Figure 1. Logic cells by family.
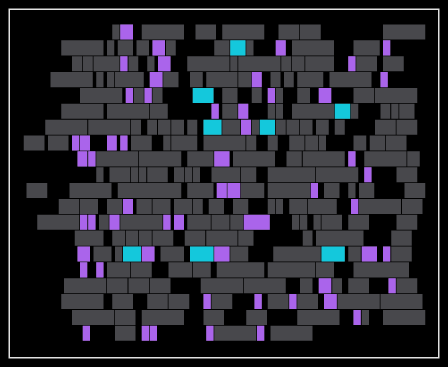
Figure 2. Pin placement.
Scale bar: 20 um. Pins as bars across the die edge, other pins in gray.
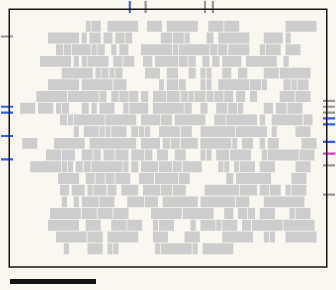
Figure 3. Wire density map.
15 x 12 tiles, from white (low) to dark blue (high), scaled to the fullest tile. Values are wire area over tile area, all layers added.
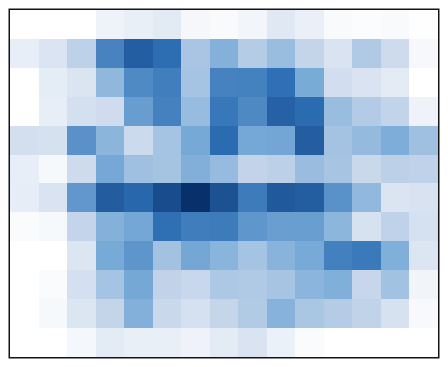
**src/rtl/ddr_in_deserializer.sv**
```systemverilog
// ddr_in_deserializer: packs DDR pad sample pairs into words and aligns word boundaries by training hunt or manual bitslip
module ddr_in_deserializer #(
    parameter int                WORD_W        = 8,
    parameter logic [WORD_W-1:0] TRAIN_PATTERN = 8'h5C,
    parameter int                LOCK_COUNT    = 4
) (
    input  logic              C,
    input  logic              R,
    input  logic              CE,
    input  logic              Q0,
    input  logic              Q1,
    input  logic              TRAIN_EN,
    input  logic              BITSLIP,
    output logic [WORD_W-1:0] DOUT,
    output logic              DVALID,
    output logic              LOCKED,
    output logic              ALIGN_FAIL
);
    localparam int HW = WORD_W / 2;
    localparam int PW = (HW > 1) ? $clog2(HW) : 1;
    localparam int OW = $clog2(WORD_W);
    localparam int SW = $clog2(2 * WORD_W);

    typedef enum logic [1:0] {ST_HUNT, ST_SETTLE, ST_LOCKED} state_t;

    state_t              state_q, state_d;
    logic [2*WORD_W-1:0] sr_q, sr_d, sr_nx;
    logic [PW-1:0]       ph_q, ph_d;
    logic [OW-1:0]       off_q, off_d, off_inc;
    logic [3:0]          match_q, match_d;
    logic [SW-1:0]       slip_q, slip_d;
    logic [WORD_W-1:0]   dout_q, dout_d, word;
    logic                dvalid_q, dvalid_d, locked_q, locked_d, fail_q, fail_d, train_q, train_d;
    logic                bnd, hit;

    assign DOUT       = dout_q;
    assign DVALID     = dvalid_q;
    assign LOCKED     = locked_q;
    assign ALIGN_FAIL = fail_q;

    // next state: shift/phase/word extraction every CE cycle, FSM only at training boundaries
    always_comb begin
        sr_nx    = {sr_q[2*WORD_W-3:0], Q0, Q1};
        word     = WORD_W'(sr_nx >> off_q);
        bnd      = ph_q == PW'(HW - 1);
        hit      = word == TRAIN_PATTERN;
        off_inc  = (off_q == OW'(WORD_W - 1)) ? '0 : off_q + 1'b1;
        state_d  = state_q;
        sr_d     = sr_q;
        ph_d     = ph_q;
        off_d    = off_q;
        match_d  = match_q;
        slip_d   = slip_q;
        dout_d   = dout_q;
        dvalid_d = 1'b0;
        locked_d = locked_q;
        fail_d   = fail_q;
        train_d  = train_q;
        if (CE) begin
            sr_d    = sr_nx;
            ph_d    = bnd ? '0 : ph_q + 1'b1;
            train_d = TRAIN_EN;
            if (bnd) begin
                dout_d   = word;
                dvalid_d = 1'b1;
            end
            if (TRAIN_EN && !train_q) begin
                state_d  = ST_HUNT;
                match_d  = '0;
                slip_d   = '0;
                locked_d = 1'b0;
            end else if (TRAIN_EN && bnd) begin
                case (state_q)
                    ST_HUNT: begin
                        if (hit) begin
                            match_d = match_q + 4'd1;
                            if (match_q == 4'(LOCK_COUNT - 1)) begin
                                locked_d = 1'b1;
                                match_d  = '0;
                                state_d  = ST_LOCKED;
                            end
                        end else begin
                            match_d = '0;
                            off_d   = off_inc;
                            state_d = ST_SETTLE;
                            slip_d  = (slip_q == SW'(2 * WORD_W - 1)) ? '0 : slip_q + 1'b1;
                            fail_d  = fail_q | (slip_q == SW'(2 * WORD_W - 1));
                        end
                    end
                    ST_SETTLE: state_d = ST_HUNT;
                    default: begin
                        if (!hit) begin
                            locked_d = 1'b0;
                            match_d  = '0;
                            state_d  = ST_HUNT;
                        end
                    end
                endcase
            end else if (!TRAIN_EN && BITSLIP) begin
                off_d = off_inc;
            end
        end
    end

    // state register with synchronous reset taking priority over CE
    always_ff @(posedge C) begin
        if (R) begin
            state_q  <= ST_HUNT;
            sr_q     <= '0;
            ph_q     <= '0;
            off_q    <= '0;
            match_q  <= '0;
            slip_q   <= '0;
            dout_q   <= '0;
            dvalid_q <= 1'b0;
            locked_q <= 1'b0;
            fail_q   <= 1'b0;
            train_q  <= 1'b0;
        end else begin
            state_q  <= state_d;
            sr_q     <= sr_d;
            ph_q     <= ph_d;
            off_q    <= off_d;
            match_q  <= match_d;
            slip_q   <= slip_d;
            dout_q   <= dout_d;
            dvalid_q <= dvalid_d;
            locked_q <= locked_d;
            fail_q   <= fail_d;
            train_q  <= train_d;
        end
    end
endmodule
```
**config.mk**
```make
export PLATFORM = sky130hd
export DESIGN_NAME = ddr_in_deserializer
export DESIGN_NICKNAME = d
export VERILOG_FILES = /design/src/rtl/ddr_in_deserializer.sv
export SDC_FILE = /design/constraint.sdc
export NUM_CORES = 1
export LEC_CHECK = 0
export ABC_CLOCK_PERIOD_IN_PS = 3400
export CORE_ASPECT_RATIO = 0.8
export CORE_MARGIN = 2
export CORE_UTILIZATION = 60
export DETAILED_ROUTE_END_ITERATION = 6
export PLACE_DENSITY = 0.81
export SYNTH_ARGS = -nofsm -noshare
export SYNTH_HDL_FRONTEND = slang
export SYNTH_SLANG_ARGS = --single-unit
```
**constraint.sdc**
```tcl
create_clock -name C -period 3.4 [get_ports C]
set_clock_uncertainty 0.1 [all_clocks]
set_input_delay 0.68 -clock C [delete_from_list [all_inputs] [get_ports C]]
set_output_delay 0.68 -clock C [all_outputs]
set_load 0.01 [all_outputs]
```
==> qor.csv <==
metric;value;unit
status;complete, no violations;
n_all_buffers;21;
wl;4870;um
cp_data_arrival_time;2990;ps
worst_pin_slew;783;ps
grt_first_pass_wirelength;7980;um
rr_worst_depth;7;
utilization;68.7;%
setup_slack;475;ps
fp-row-count;20;
hold_end;ALIGN_FAIL;
final_cell_mix;dfxtp_1 (40), nor2_1 (31), mux2i_1 (25);
synth_nets;268;
fp.dieH;59.5;um
cp_slowest_cell;dfxtp_1;
nWellTaps;44;
io_pins;18;
rr_endpoint;match_q[0];
ff_count;40;
numCtsBuffers;5;
path_class;reg -> reg;
nClkBuffers;6;
slew_viol_final;0;
grt_antenna_before_repair;0;
fill_cells;291;
netlist_area;2310;sq um
p_comb_share;11.3;%
warnings;26;
hold_viol;0;
grt_max_degree;37;
place_ws;290;ps
nMultiInputCombCells;192;
leakagePower;0.933;nW
fin_area;2580;sq um
largestClassByArea;combinational gates;
grt_pass1_vias;1662;
critPathMaxFanout;21;
drtIter0Drc;124;
grt_setup_unrepaired;no;
top_cell;dfxtp_1;
comb_share;53.7;%
switching_share;24.8;%
synth.distinct_cells;54;
postCtsHoldBufs;0;
cts_setup_buffers;0;
synth.area.top_cells;dfxtp_1 (35%), mux2i_1 (11%), nor2_1 (5.0%);
regArea;801;sq um
synthArstFlopShare;0;%
end_kind;register;
drcViolationCount;0;
crit_chain;mux4_2 -> and2_1 -> o32ai_1 -> nor4_2 -> buf_4 -> a311oi_2 -> o21ai_0;
htreeDepth;2;
power_frac_seq;49.7;%
cts_buffer_depth;2;
powerDensity;387;nW/um^2
buffer_area_share;7.76;%
finalNonFillerCells;313;
dp_hpwl;3290;um
io_buffers;17;
reg2reg_from;off_q[1];
p_sw;0.000248;W
placed_area;2470;sq um
vias;1900;
min_from;ALIGN_FAIL;
r2r_slack;470;ps
max_stage_delay;830;ps
internal_power;0.000751;W
area_delta_synth_final;11.5;%
setup_viol_count_final;0;
crit_buf_inv;1;
clk_latency;300;ps
gp_congestion;0.801;
grt_overflow;0;
viasPerCell;6.07;
final_nets;280;
top_cell_area_share;34.6;%
synthCells;256;
fin_crit;2930;ps
ys_dominant_reg_cell;dfxtp_1;
drive_gt1_share;9.67;%
chipArea;4370;sq um
core;3750;sq um
power_frac_clock;39.0;%
synth_flops;40;
path_clk_slew;80;ps
cts_sinks;40;
cts_tree;built;
synth_warnings;0;
timing.fmax;342;MHz
logic_area;1390;sq um
avgRoutedWirePerCell;15.5;um
ys_seq_share;34.6;%
cp_data_required_time;3470;ps
ys_cells;256;
seq_share;31.0;%
edf_count;0;
drt-pass1-iter-count;4;
synthTopCellsByCount;dfxtp_1 (40), nor2_1 (31), mux2i_1 (25);
## Picture notes: Figure 1
[purple] nor cells | cells: 56 | most used: nor2_1 | where: spread over the die
[cyan] non-inverting ao/oa cells | cells: 8 | most used: o21a_1

## Picture notes: Figure 2
[blue] DOUT | pins: 8 | direction: output | edge: 4 west, 3 east, 1 north
[magenta] DVALID | pins: 1 | direction: output | edge: east
all pins by edge: 9 east, 5 west, 4 north

## Picture notes: Figure 3
fullest tile: 0.55
emptiest ninth of the die: south-west
nearly empty tiles: 9.4%

how the worst max path moves through the flow:
stage	from	end	depth (start not counted)	slack, ps
floorplan	Q0	state_q[0]	7	1020
global placement	Q0	state_q[0]	8	350
detailed placement	Q0	state_q[0]	8	290
CTS	off_q[1]	match_q[0]	7	500
global route	off_q[1]	match_q[0]	7	320
finish	off_q[1]	match_q[0]	7	470
cell families (layout without fill, tap and decap cells):
family,after synthesis,after routing,share of synthesized area [%]
muxes,36,36,19.3
AOI/OAI and AO/OA,50,50,16.2
DFF,40,40,34.6
adders and majority gates,5,5,2.70
and+or+nand+nor,100,100,21.4
xor gates and xnor gates,1,1,0.379
buffers and inverters,24,37,5.46
per-layer routing:
layer  vias up  share of wire [%]  global-route usage (%)
li1        959                  -                       -
met1       884                 51                    36.9
met2        51                 41                    33.2
met3         6                6.5                    5.61
met4         0                1.2                    8.57
met5         -                  0                       0
through the flow:
step | power (W) | hold WS, ps
6_report | 0.000999 | 371
5_1_grt | 0.00104 | 402
4_1_cts | 0.00100 | 378
3_5_place_dp | 0.000619 | 363
3_3_place_gp | 0.000617 | 348
2_1_floorplan | 0.000593 | 353
flip-flops by register name, indices dropped and copies added (netlist names):
name        count
ALIGN_FAIL      1
DOUT            8
LOCKED          1
DVALID          1
state_q         2
ph_q            2
slip_q          4
off_q           3
sr_q           13
train_q         1
match_q         4
power by group through the flow:
stage | combinational, W | clock [W] | sequential, W
final | 0.000113 | 0.000389 | 0.000496
after global routing | 0.000123 | 0.000418 | 0.000499
after CTS | 0.000113 | 0.000393 | 0.000497
after detailed placement | 0.000111 | 0 | 0.000507
after global placement | 0.000110 | 0 | 0.000507
after floorplan | 0.0000946 | 0 | 0.000498
Power is estimated from default activity; no workload was simulated.
